`src/rtl/hazard_pkg.sv`:
```
// Shared definitions for the pipeline hazard controller: forward-select
// encodings, the shadow-stage record, and the small helpers that act on it.
package hazard_pkg;

   // Forward-select encodings. The E-stage selects reuse 0, 2 and 3.
   localparam logic [1:0] FWD_RF = 2'd0;  // regfile / pipeline register
   localparam logic [1:0] FWD_E  = 2'd1;
   localparam logic [1:0] FWD_M  = 2'd2;
   localparam logic [1:0] FWD_W  = 2'd3;

   // Tnew is held at a fixed width so the record type does not depend on
   // the TW parameter; TW-wide inputs are zero-extended into it (TW <= 8).
   localparam int unsigned TNEW_W = 8;

   typedef struct packed {
      logic              we;
      logic [4:0]        a3;
      logic [TNEW_W-1:0] tnew;
      logic [4:0]        rs;
      logic [4:0]        rt;
   } stage_t;

   localparam stage_t STAGE_BUBBLE = '{
      we:   1'b0,
      a3:   5'd0,
      tnew: '0,
      rs:   5'd0,
      rt:   5'd0
   };

   // Record as it moves one stage down the pipe: tnew counts down to 0.
   function automatic stage_t age_stage(input stage_t s);
      stage_t r;
      r = s;
      if (s.tnew != '0) begin
         r.tnew = s.tnew - TNEW_W'(1);
      end
      return r;
   endfunction

   // A source hits a stage when it is read, is not $0, and the stage
   // writes that same register.
   function automatic logic hits(input stage_t s, input logic use_src,
                                 input logic [4:0] src);
      return use_src && (src != 5'd0) && s.we && (s.a3 == src);
   endfunction

   // Nearest hitting stage, coded with the forward encodings
   // (FWD_RF means no stage hits).
   function automatic logic [1:0] nearest_hit(input stage_t e, input stage_t m,
                                              input stage_t w, input logic use_src,
                                              input logic [4:0] src);
      if (hits(e, use_src, src)) begin
         return FWD_E;
      end else if (hits(m, use_src, src)) begin
         return FWD_M;
      end else if (hits(w, use_src, src)) begin
         return FWD_W;
      end
      return FWD_RF;
   endfunction

endpackage

```
`src/rtl/md_busy_cnt.sv`:
```
// Mult/div busy counter: loads the operation latency on issue, then counts
// down to zero. busy is high while the count is nonzero.
module md_busy_cnt #(
   parameter int unsigned MUL_CYC = 5,
   parameter int unsigned DIV_CYC = 10
) (
   input  logic clk,
   input  logic reset_n,
   input  logic start,
   input  logic is_div,
   output logic busy
);

   localparam int unsigned CW = $clog2(DIV_CYC + 1);

   logic [CW-1:0] cnt_q, cnt_d;

   // Next count: a new issue always reloads, even over a running count.
   always_comb begin
      cnt_d = cnt_q;
      if (start) begin
         cnt_d = is_div ? CW'(DIV_CYC) : CW'(MUL_CYC);
      end else if (cnt_q != '0) begin
         cnt_d = cnt_q - CW'(1);
      end
   end

   // Count register.
   always_ff @(posedge clk or negedge reset_n) begin
      if (!reset_n) begin
         cnt_q <= '0;
      end else begin
         cnt_q <= cnt_d;
      end
   end

   assign busy = (cnt_q != '0);

endmodule

```
`src/rtl/hazard_ctrl.sv`:
```
// Pipeline hazard controller: tracks E/M/W destination records, raises
// stalls for data and mult/div hazards, and picks forwarding sources for
// the D and E stages.
module hazard_ctrl
   import hazard_pkg::*;
#(
   parameter int unsigned TW      = 2,
   parameter int unsigned MUL_CYC = 5,
   parameter int unsigned DIV_CYC = 10
) (
   input  logic          clk,
   input  logic          reset_n,
   input  logic [4:0]    rs_D,
   input  logic [4:0]    rt_D,
   input  logic          use_rs_D,
   input  logic          use_rt_D,
   input  logic [TW-1:0] tuse_rs_D,
   input  logic [TW-1:0] tuse_rt_D,
   input  logic [4:0]    a3_D,
   input  logic          we_D,
   input  logic [TW-1:0] tnew_D,
   input  logic          md_use_D,
   input  logic          md_start_E,
   input  logic          md_div_E,
   output logic          en_F,
   output logic          en_D,
   output logic          flush_E,
   output logic [1:0]    fwd_rs_D,
   output logic [1:0]    fwd_rt_D,
   output logic [1:0]    fwd_rs_E,
   output logic [1:0]    fwd_rt_E,
   output logic          md_busy
);

   stage_t st_e, st_m, st_w;
   stage_t st_e_d;

   logic [1:0]        hit_rs, hit_rt;
   logic [TNEW_W-1:0] tn_rs, tn_rt;
   logic [TNEW_W-1:0] tuse_rs, tuse_rt;
   logic              dstall_rs, dstall_rt;
   logic              md_stall;
   logic              stall;

   assign tuse_rs = TNEW_W'(tuse_rs_D);
   assign tuse_rt = TNEW_W'(tuse_rt_D);

   // Nearest hitting stage per D source and that stage's remaining tnew.
   always_comb begin
      hit_rs = nearest_hit(st_e, st_m, st_w, use_rs_D, rs_D);
      hit_rt = nearest_hit(st_e, st_m, st_w, use_rt_D, rt_D);
      case (hit_rs)
         FWD_E:   tn_rs = st_e.tnew;
         FWD_M:   tn_rs = st_m.tnew;
         FWD_W:   tn_rs = st_w.tnew;
         default: tn_rs = '0;
      endcase
      case (hit_rt)
         FWD_E:   tn_rt = st_e.tnew;
         FWD_M:   tn_rt = st_m.tnew;
         FWD_W:   tn_rt = st_w.tnew;
         default: tn_rt = '0;
      endcase
   end

   // Data stall when the nearest producer is not ready by the time D needs it.
   always_comb begin
      dstall_rs = (hit_rs != FWD_RF) && (tn_rs > tuse_rs);
      dstall_rt = (hit_rt != FWD_RF) && (tn_rt > tuse_rt);
   end

   md_busy_cnt #(
      .MUL_CYC (MUL_CYC),
      .DIV_CYC (DIV_CYC)
   ) u_md_busy_cnt (
      .clk     (clk),
      .reset_n (reset_n),
      .start   (md_start_E),
      .is_div  (md_div_E),
      .busy    (md_busy)
   );

   // Stall combine; held low during reset so the pipe runs freely out of it.
   always_comb begin
      md_stall = md_use_D && (md_busy || md_start_E);
      stall    = reset_n && (dstall_rs || dstall_rt || md_stall);
      en_F     = !stall;
      en_D     = !stall;
      flush_E  = stall;
   end

   // D forward: only the nearest producer counts, and only once it is ready.
   always_comb begin
      fwd_rs_D = ((hit_rs != FWD_RF) && (tn_rs == '0)) ? hit_rs : FWD_RF;
      fwd_rt_D = ((hit_rt != FWD_RF) && (tn_rt == '0)) ? hit_rt : FWD_RF;
   end

   // E forward: E sources against M then W; a nonzero address implies use.
   always_comb begin
      fwd_rs_E = FWD_RF;
      fwd_rt_E = FWD_RF;
      if (hits(st_m, st_e.rs != 5'd0, st_e.rs)) begin
         fwd_rs_E = FWD_M;
      end else if (hits(st_w, st_e.rs != 5'd0, st_e.rs)) begin
         fwd_rs_E = FWD_W;
      end
      if (hits(st_m, st_e.rt != 5'd0, st_e.rt)) begin
         fwd_rt_E = FWD_M;
      end else if (hits(st_w, st_e.rt != 5'd0, st_e.rt)) begin
         fwd_rt_E = FWD_W;
      end
   end

   // Next E record: D's instruction, or a bubble while stalled.
   always_comb begin
      st_e_d = STAGE_BUBBLE;
      if (!stall) begin
         st_e_d.we   = we_D;
         st_e_d.a3   = a3_D;
         st_e_d.tnew = TNEW_W'(tnew_D);
         st_e_d.rs   = rs_D;
         st_e_d.rt   = rt_D;
      end
   end

   // Shadow pipeline: E <- D/bubble, M <- E, W <- M with tnew counting down.
   always_ff @(posedge clk or negedge reset_n) begin
      if (!reset_n) begin
         st_e <= STAGE_BUBBLE;
         st_m <= STAGE_BUBBLE;
         st_w <= STAGE_BUBBLE;
      end else begin
         st_e <= st_e_d;
         st_m <= age_stage(st_e);
         st_w <= age_stage(st_m);
      end
   end

   // Source addresses in M and W are carried for completeness but never read.
   logic unused_src;
   assign unused_src = ^{st_m.rs, st_m.rt, st_w.rs, st_w.rt};

endmodule

```
`config.mk`:
```
export PLATFORM = sky130hd
export DESIGN_NAME = hazard_ctrl
export DESIGN_NICKNAME = d
export VERILOG_FILES = /design/src/rtl/hazard_pkg.sv /design/src/rtl/md_busy_cnt.sv /design/src/rtl/hazard_ctrl.sv
export SDC_FILE = /design/constraint.sdc
export NUM_CORES = 1
export LEC_CHECK = 0
export ABC_CLOCK_PERIOD_IN_PS = 9200
export CAP_MARGIN = 25
export CORE_ASPECT_RATIO = 0.75
export CORE_MARGIN = 3
export CORE_UTILIZATION = 60
export CTS_BUF_LIST = sky130_fd_sc_hd__clkbuf_16
export CTS_CLUSTER_DIAMETER = 50
export DETAILED_ROUTE_END_ITERATION = 7
export DONT_BUFFER_PORTS = 1
export HOLD_SLACK_MARGIN = 0.15
export PLACE_DENSITY_LB_ADDON = 0.2
export REMOVE_ABC_BUFFERS = 1
export SLEW_MARGIN = 20
export SYNTH_ARGS = -nofsm -noshare
export SYNTH_HDL_FRONTEND = slang
export SYNTH_SLANG_ARGS = --single-unit
```
`constraint.sdc`:
```
create_clock -name clk -period 9.2 [get_ports clk]
set_input_delay 1.38 -clock clk [delete_from_list [all_inputs] [get_ports clk]]
set_output_delay 1.38 -clock clk [all_outputs]
set_load 0.005 [all_outputs]
```
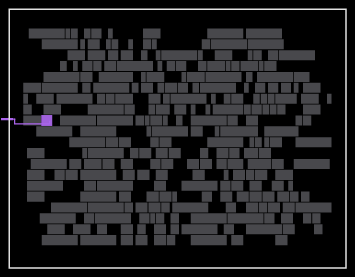
*I/O nets highlighted, run 1*
Scale: 4 px per µm.
port	color	bits	direction	edge	end cells	buffers	wire
we_D	purple	1	input	west	1	0	11.3 µm
Top Ports: 41
input/output buffers: 0

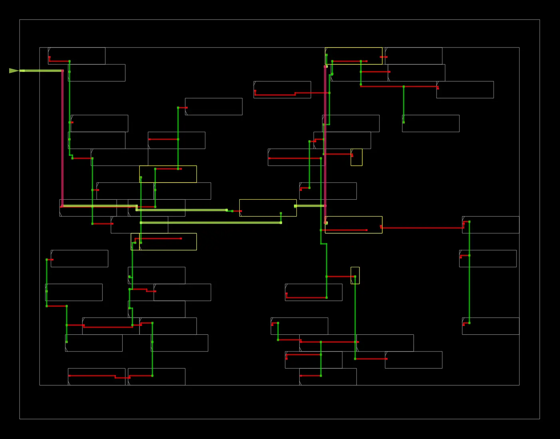
*The clock network, run 1*
Clk. pwr: 164 µW
Final Skew: 0.00981 ns
Num CTS Buffers: 5
TritonCTS sink count: 43
clock insertion delay at the later pin of the skew report: 0.28 ns

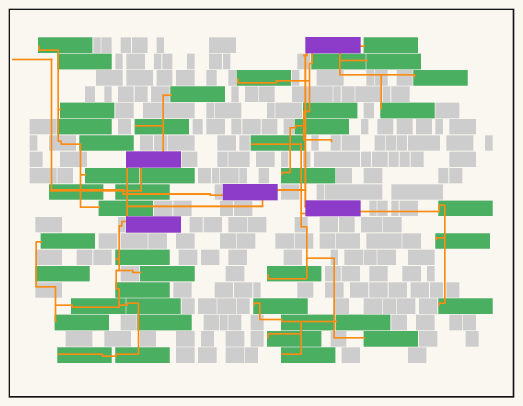
*Clock wires, drivers and flops, run 1*
Scale: 6 px per µm.
[flip-flops] green | count: 43
[cells driving clock nets] purple | count: 5
[clock wires] orange | length: 503 µm
flops lie	widely spread

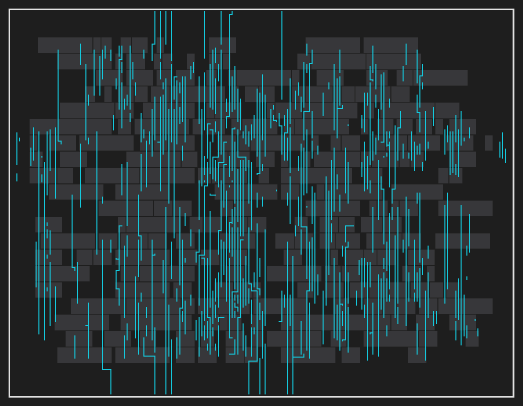
*M2 wires, run 1*
Scale: 6 px per µm. Cells faint in the background.
nets with wire on the layer	246
main direction	vertical
share of all routed wire	45%

==> flow_metrics.rpt, run 1 <==
IMPLEMENTATION SUMMARY REPORT
----------------------------------------------------
[Final layout]
  Logic Gate Count ........................ 189
  Fin nets ........................ 292
  Reg area ........................ 1080 µm²
  Most numerous logic cells after layout ........................ 43 x sky130_fd_sc_hd__dfrtp_1, 33 x sky130_fd_sc_hd__xnor2_1, 20 x sky130_fd_sc_hd__xor2_1
  Proportion of layout cells with a drive suffix above 1 ........................ 0.138
  Inverter tally of the final layout excluding the clock network ........................ 12
  Layout clock buffer count ........................ 5
  Number of standard cells in the final layout excluding fillers ........................ 309
  Highest-count logic cell in the final layout ........................ sky130_fd_sc_hd__dfrtp_1

[Worst setup path]
  Endpoint of the most critical setup path ........................ flush_E
  Slack of the worst reg-to-reg path ........................ 5.47 ns
  Crit-path max FO ........................ 20
  Endpoint type of the worst setup path ........................ primary output
  Crit. Startpoint ........................ rt_D[1]

[CTS]
  Post-CTS Setup Repair Bufs ........................ 0
  Clock transition at the registers of the reported paths ........................ 0.05 ns
  Clock tree from TritonCTS ........................ yes
  Count of hold buffers inserted by post-cts repair ........................ 0
  Resized Gates After CTS ........................ 0
  Bufs on Longest Clock Path ........................ 2

[Floorplanning]
  Number of cell rows ........................ 20
  Width of the chip ........................ 83.8 µm
  Overall die area ........................ 5390 µm²
  N_taps ........................ 55

[Run]
  Number of max-capacitance violations reported ........................ 0
  Number of warnings in the stage logs ........................ 27

[Routing]
  Number of vias in the routed layout ........................ 1833
  Total wirelength of the detailed-routed design ........................ 5710 µm
  Via-per-instance ratio ........................ 5.93
  DR pass1 iterations ........................ 4
  Number of nets still failing antenna checks after routing ........................ 0

[Place]
  HPWL reported at the end of detailed placement ........................ 4270 µm
  Instance count after placement with tap cells included ........................ 301

[Global routing]
  Overflow left after global routing ........................ 0
  Largest net degree at the start of global routing ........................ 46
  Overall Global Routing Usage ........................ 0.224

[Run status]
  Status ........................ finished, final reports clean

[Synthesis]
  Yosys Warn Count ........................ 0
  Most used standard cells in the synthesized netlist ........................ 43 x sky130_fd_sc_hd__dfrtp_1, 33 x sky130_fd_sc_hd__xnor2_1, 20 x sky130_fd_sc_hd__xor2_1
  Synth flops ........................ 43
  Area of the mapped netlist ........................ 2720 µm²
  Post-synthesis cell type count ........................ 53
  Yosys stat cell total ........................ 253
  Fraction of synthesis flops using an asynchronous set or reset pin ........................ 1.00
  Count leader, synth ........................ sky130_fd_sc_hd__dfrtp_1
  Synth Instances ........................ 253
  Sequential fraction of the synthesis area ........................ 0.395
  Top cell type's share of synthesized area ........................ 0.395

[Final timing]
  Final setup TNS ........................ 0 ns
  Slew headroom ........................ 0.614
  # setup viols final ........................ 0
  Final hold slack ........................ 0.461 ns
  Hold violation total from the final report ........................ 0
  Unrepaired setup endpoints after global routing ........................ false
  Tmin final ........................ 5.87 ns

[Worst hold path]
  Hold Crit Depth ........................ 0
  Path type of the worst min-delay path ........................ register to register
  Hold path startpoint ........................ st_e[18]

[Pwr]
  PnR Total Power ........................ 464 µW
  Net Switching ........................ 122 µW
  Fraction of power spent switching nets ........................ 0.263
  Sequential cell fraction of total power ........................ 0.494

----------------------------------------------------
-- run 1: power by group through the flow --
stage                     logic (mW)  clock network, mW  registers (mW)
after floorplan               0.0606                  0           0.225
final                         0.0709              0.164           0.229
after global placement        0.0684                  0           0.231
after detailed placement      0.0706                  0           0.232
after CTS                     0.0715              0.167           0.229
after global routing          0.0794              0.177           0.231
-- run 1: registers in the layout, indices dropped and copies added, names as in the netlist --
name                 flops
st_e                    18
st_m                     9
u_md_busy_cnt.cnt_q      4
st_w                    12
-- run 1: kinds of logic (layout without fill, tap and decap cells) --
group | count (synthesis) | in the layout | share of synthesized area
other cells | 1 | 1 | 0.00138
simple gates | 92 | 92 | 0.242
buf+inv | 21 | 22 | 0.0391
xor+xnor | 53 | 53 | 0.170
flops | 43 | 43 | 0.395
mux | 1 | 1 | 0.00414
fa+ha+maj | 10 | 10 | 0.0460
compound gates | 32 | 32 | 0.102
-- run 1: worst max-delay path, cell delays in order --
cell                        delay (ns)
sky130_fd_sc_hd__or4_4            0.52
sky130_fd_sc_hd__o21ai_4          0.17
sky130_fd_sc_hd__nand4b_4         0.22
sky130_fd_sc_hd__and3_2           0.21
sky130_fd_sc_hd__a2bb2oi_2        0.19
sky130_fd_sc_hd__ha_1             0.27
sky130_fd_sc_hd__nor2b_1          0.13
sky130_fd_sc_hd__o21ai_0          0.46
sky130_fd_sc_hd__a21oi_1          0.21
sky130_fd_sc_hd__o211ai_4         0.14
sky130_fd_sc_hd__a221oi_4         0.08
sky130_fd_sc_hd__buf_4            0.24
sky130_fd_sc_hd__or2_1            0.25
-- run 1: metal layers --
metal	wire, µm	vias up	share of wire	global-route usage
li1	-	894	-	-
met2	2560	62	0.45	0.350
met3	410	5	0.072	0.0451
met5	0	-	0	0
met4	46	0	0.0081	0.0542
met1	2700	872	0.47	0.321
==> run 2, diff against run 1 <==
Settings changed: ABC_CLOCK_PERIOD_IN_PS 9200 to 5700.
Clock period 9.2 ns to 5.7 ns, I/O delays scaled along.
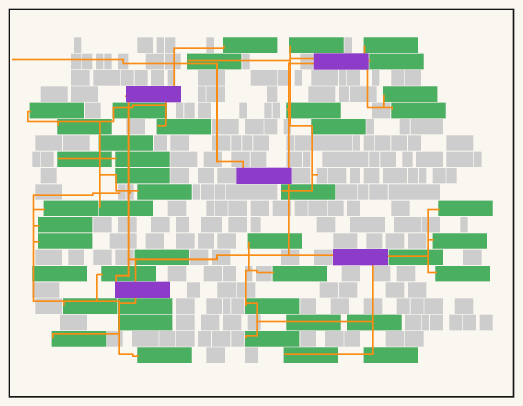
*Clock wires, drivers and flops, run 2*
Scale: 6 px per µm.
[flip-flops] green | count: 43
[clock wires] orange | length: 521 µm
[cells driving clock nets] purple | count: 5
flops lie	widely spread
routed clock nets	6
Clock power frac: 0.354
Clk. pwr: 266 µW
Final Skew: 0.00498 ns

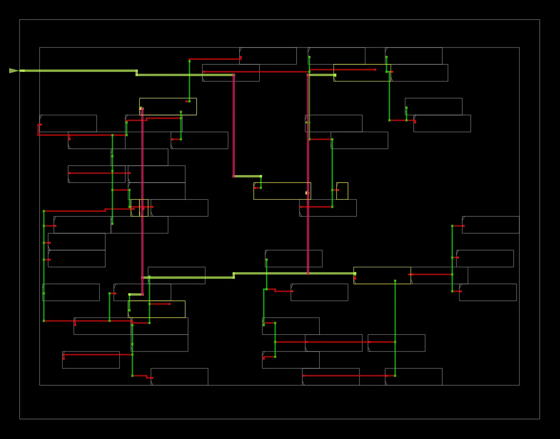
*The clock network, run 2*
flip-flops: 43
layout clock buffer count: 5

==> flow_metrics.rpt, run 2 <==
IMPLEMENTATION SUMMARY REPORT
----------------------------------------------------
[Run status]
  Status ........................ finished, final reports clean

[Final layout]
  Highest-count logic cell in the final layout ........................ sky130_fd_sc_hd__dfrtp_1
  Flip-flop count of the largest register, all copies and words added ........................ 18 (unchanged)
  Proportion of layout cells with a drive suffix above 1 ........................ 0.138 (unchanged)
  Registers with the most flip-flops ........................ st_e: 18 flops, st_w: 12 flops, st_m: 9 flops
  Fin nets ........................ 292 (unchanged)
  Reg area ........................ 1080 µm² (unchanged)

[Final timing]
  Unrepaired setup endpoints after global routing ........................ false
  Slew headroom ........................ 0.593 (-0.0206)
  Final hold slack ........................ 0.263 ns (-0.197 ns)
  Hold violation total from the final report ........................ 0 (unchanged)
  Final setup TNS ........................ 0 ns (unchanged)
  # setup viols final ........................ 0 (unchanged)
  Tmin final ........................ 4.65 ns

[Worst hold path]
  Path type of the worst min-delay path ........................ input pin to async pin

[CTS]
  TritonCTS sink count ........................ 43 (unchanged)
  Resized Gates After CTS ........................ 0 (unchanged)
  Count of hold buffers inserted by post-cts repair ........................ 0 (unchanged)
  Clock transition at the registers of the reported paths ........................ 0.06 ns (about the same)
  Num CTS Buffers ........................ 5 (unchanged)
  Clock tree from TritonCTS ........................ yes
  Clock insertion delay at the later pin of the skew report ........................ 0.28 ns (about the same)
  Bufs on Longest Clock Path ........................ 2 (unchanged)

[Place]
  Input/output buffers ........................ 0 (unchanged)
  HPWL reported at the end of detailed placement ........................ 4250 µm (-0.38%)

[Global routing]
  Overflow left after global routing ........................ 0 (unchanged)

[Synthesis]
  Sequential fraction of the synthesis area ........................ 0.395 (unchanged)
  Synth flops ........................ 43 (unchanged)
  Post-synthesis cell type count ........................ 53 (unchanged)
  Top cell type's share of synthesized area ........................ 0.395 (unchanged)
  Yosys stat cell total ........................ 253 (unchanged)
  Count leader, synth ........................ sky130_fd_sc_hd__dfrtp_1
  Fraction of synthesis flops using an asynchronous set or reset pin ........................ 1.00 (unchanged)

[Worst setup path]
  Crit path max-delay cell type ........................ sky130_fd_sc_hd__or4_1
  Total buffers and inverters traversed by the critical path ........................ 2 (+1)

[Run]
  Number of max-capacitance violations reported ........................ 0 (unchanged)
  Number of warnings in the stage logs ........................ 27 (unchanged)

[Routing]
  DR pass1 iterations ........................ 4 (unchanged)
  Total wirelength of the detailed-routed design ........................ 5800 µm (+1.5%)

[Pwr]
  Net Switching ........................ 199 µW (+63%)

----------------------------------------------------
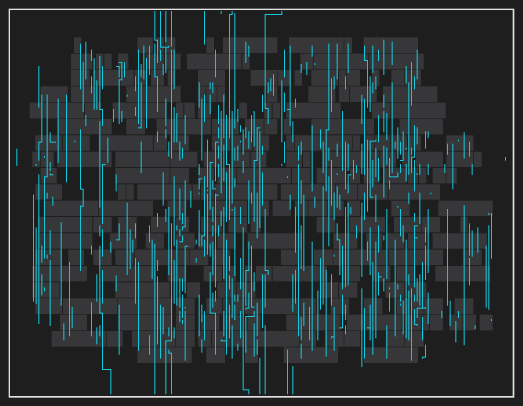
*M2 wires, run 2*
Scale: 6 px per µm. Cells faint in the background.
longest straight run	28.6 µm
nets with wire on the layer	254
share of all routed wire	42%
main direction	vertical

==> run 2: cell counts after synthesis <==
No cell type changed its count.
==> run 2: power by group through the flow <==
| stage | registers [mW] | clock network, mW | logic, mW |
|---|---|---|---|
| 2_1_floorplan | 0.362 | 0 | 0.0978 |
| 3_3_place_gp | 0.374 | 0 | 0.110 |
| 3_5_place_dp | 0.374 | 0 | 0.114 |
| 4_1_cts | 0.369 | 0.273 | 0.116 |
| 5_1_grt | 0.373 | 0.290 | 0.129 |
| 6_report | 0.371 | 0.266 | 0.115 |
==> run 2: layout make-up <==
type	instances	share of cell area
timing repair buffer	2	0.00520
tap	55	0.0238
clock inverter	3	0.00433
inverter	12	0.0156
clock buffer	5	0.0433
multi-input combinational	189	0.535
sequential	43	0.372
==> run 2: path summary, 6_finish.rpt <==
path                       cells after the start  startpoint        to  slack, ns
max                                           14     rs_D[1]   flush_E       1.05
min                                            0     reset_n  st_w[23]       0.26
max reg2reg                                   13    st_m[19]  st_e[23]       2.02
min reg2reg                                    0    st_e[18]  st_m[18]       0.47
max in group asynchronous                      0     reset_n  st_m[11]       5.35
min in group clk                               0    st_e[18]  st_m[18]       0.47
==> run 2: per-stage QoR <==
step,instance area [µm²],utilization,cells
after floorplan,2660,-,244
after global placement,2750,0.654,301
after detailed placement,2750,0.654,301
after CTS,2890,0.687,309
after global routing,2890,0.687,309
final,2890,0.687,309
==> run 2: routing by layer <==
metal	vias up	share of wire
met5	-	0
met4	0	0.016
met3	11	0.085
met2	61	0.42
met1	916	0.48
li1	887	-
==> run 2: kinds of logic after synthesis <==
family          Yosys count  share of synthesized area
buf+inv                  21                     0.0391
other cells               1                    0.00138
fa+ha+maj                10                     0.0460
simple gates             92                      0.242
compound gates           32                      0.102
xor+xnor                 53                      0.170
flops                    43                      0.395
mux                       1                    0.00414
Power figures rest on the tool's default switching activity, not on a simulated workload.
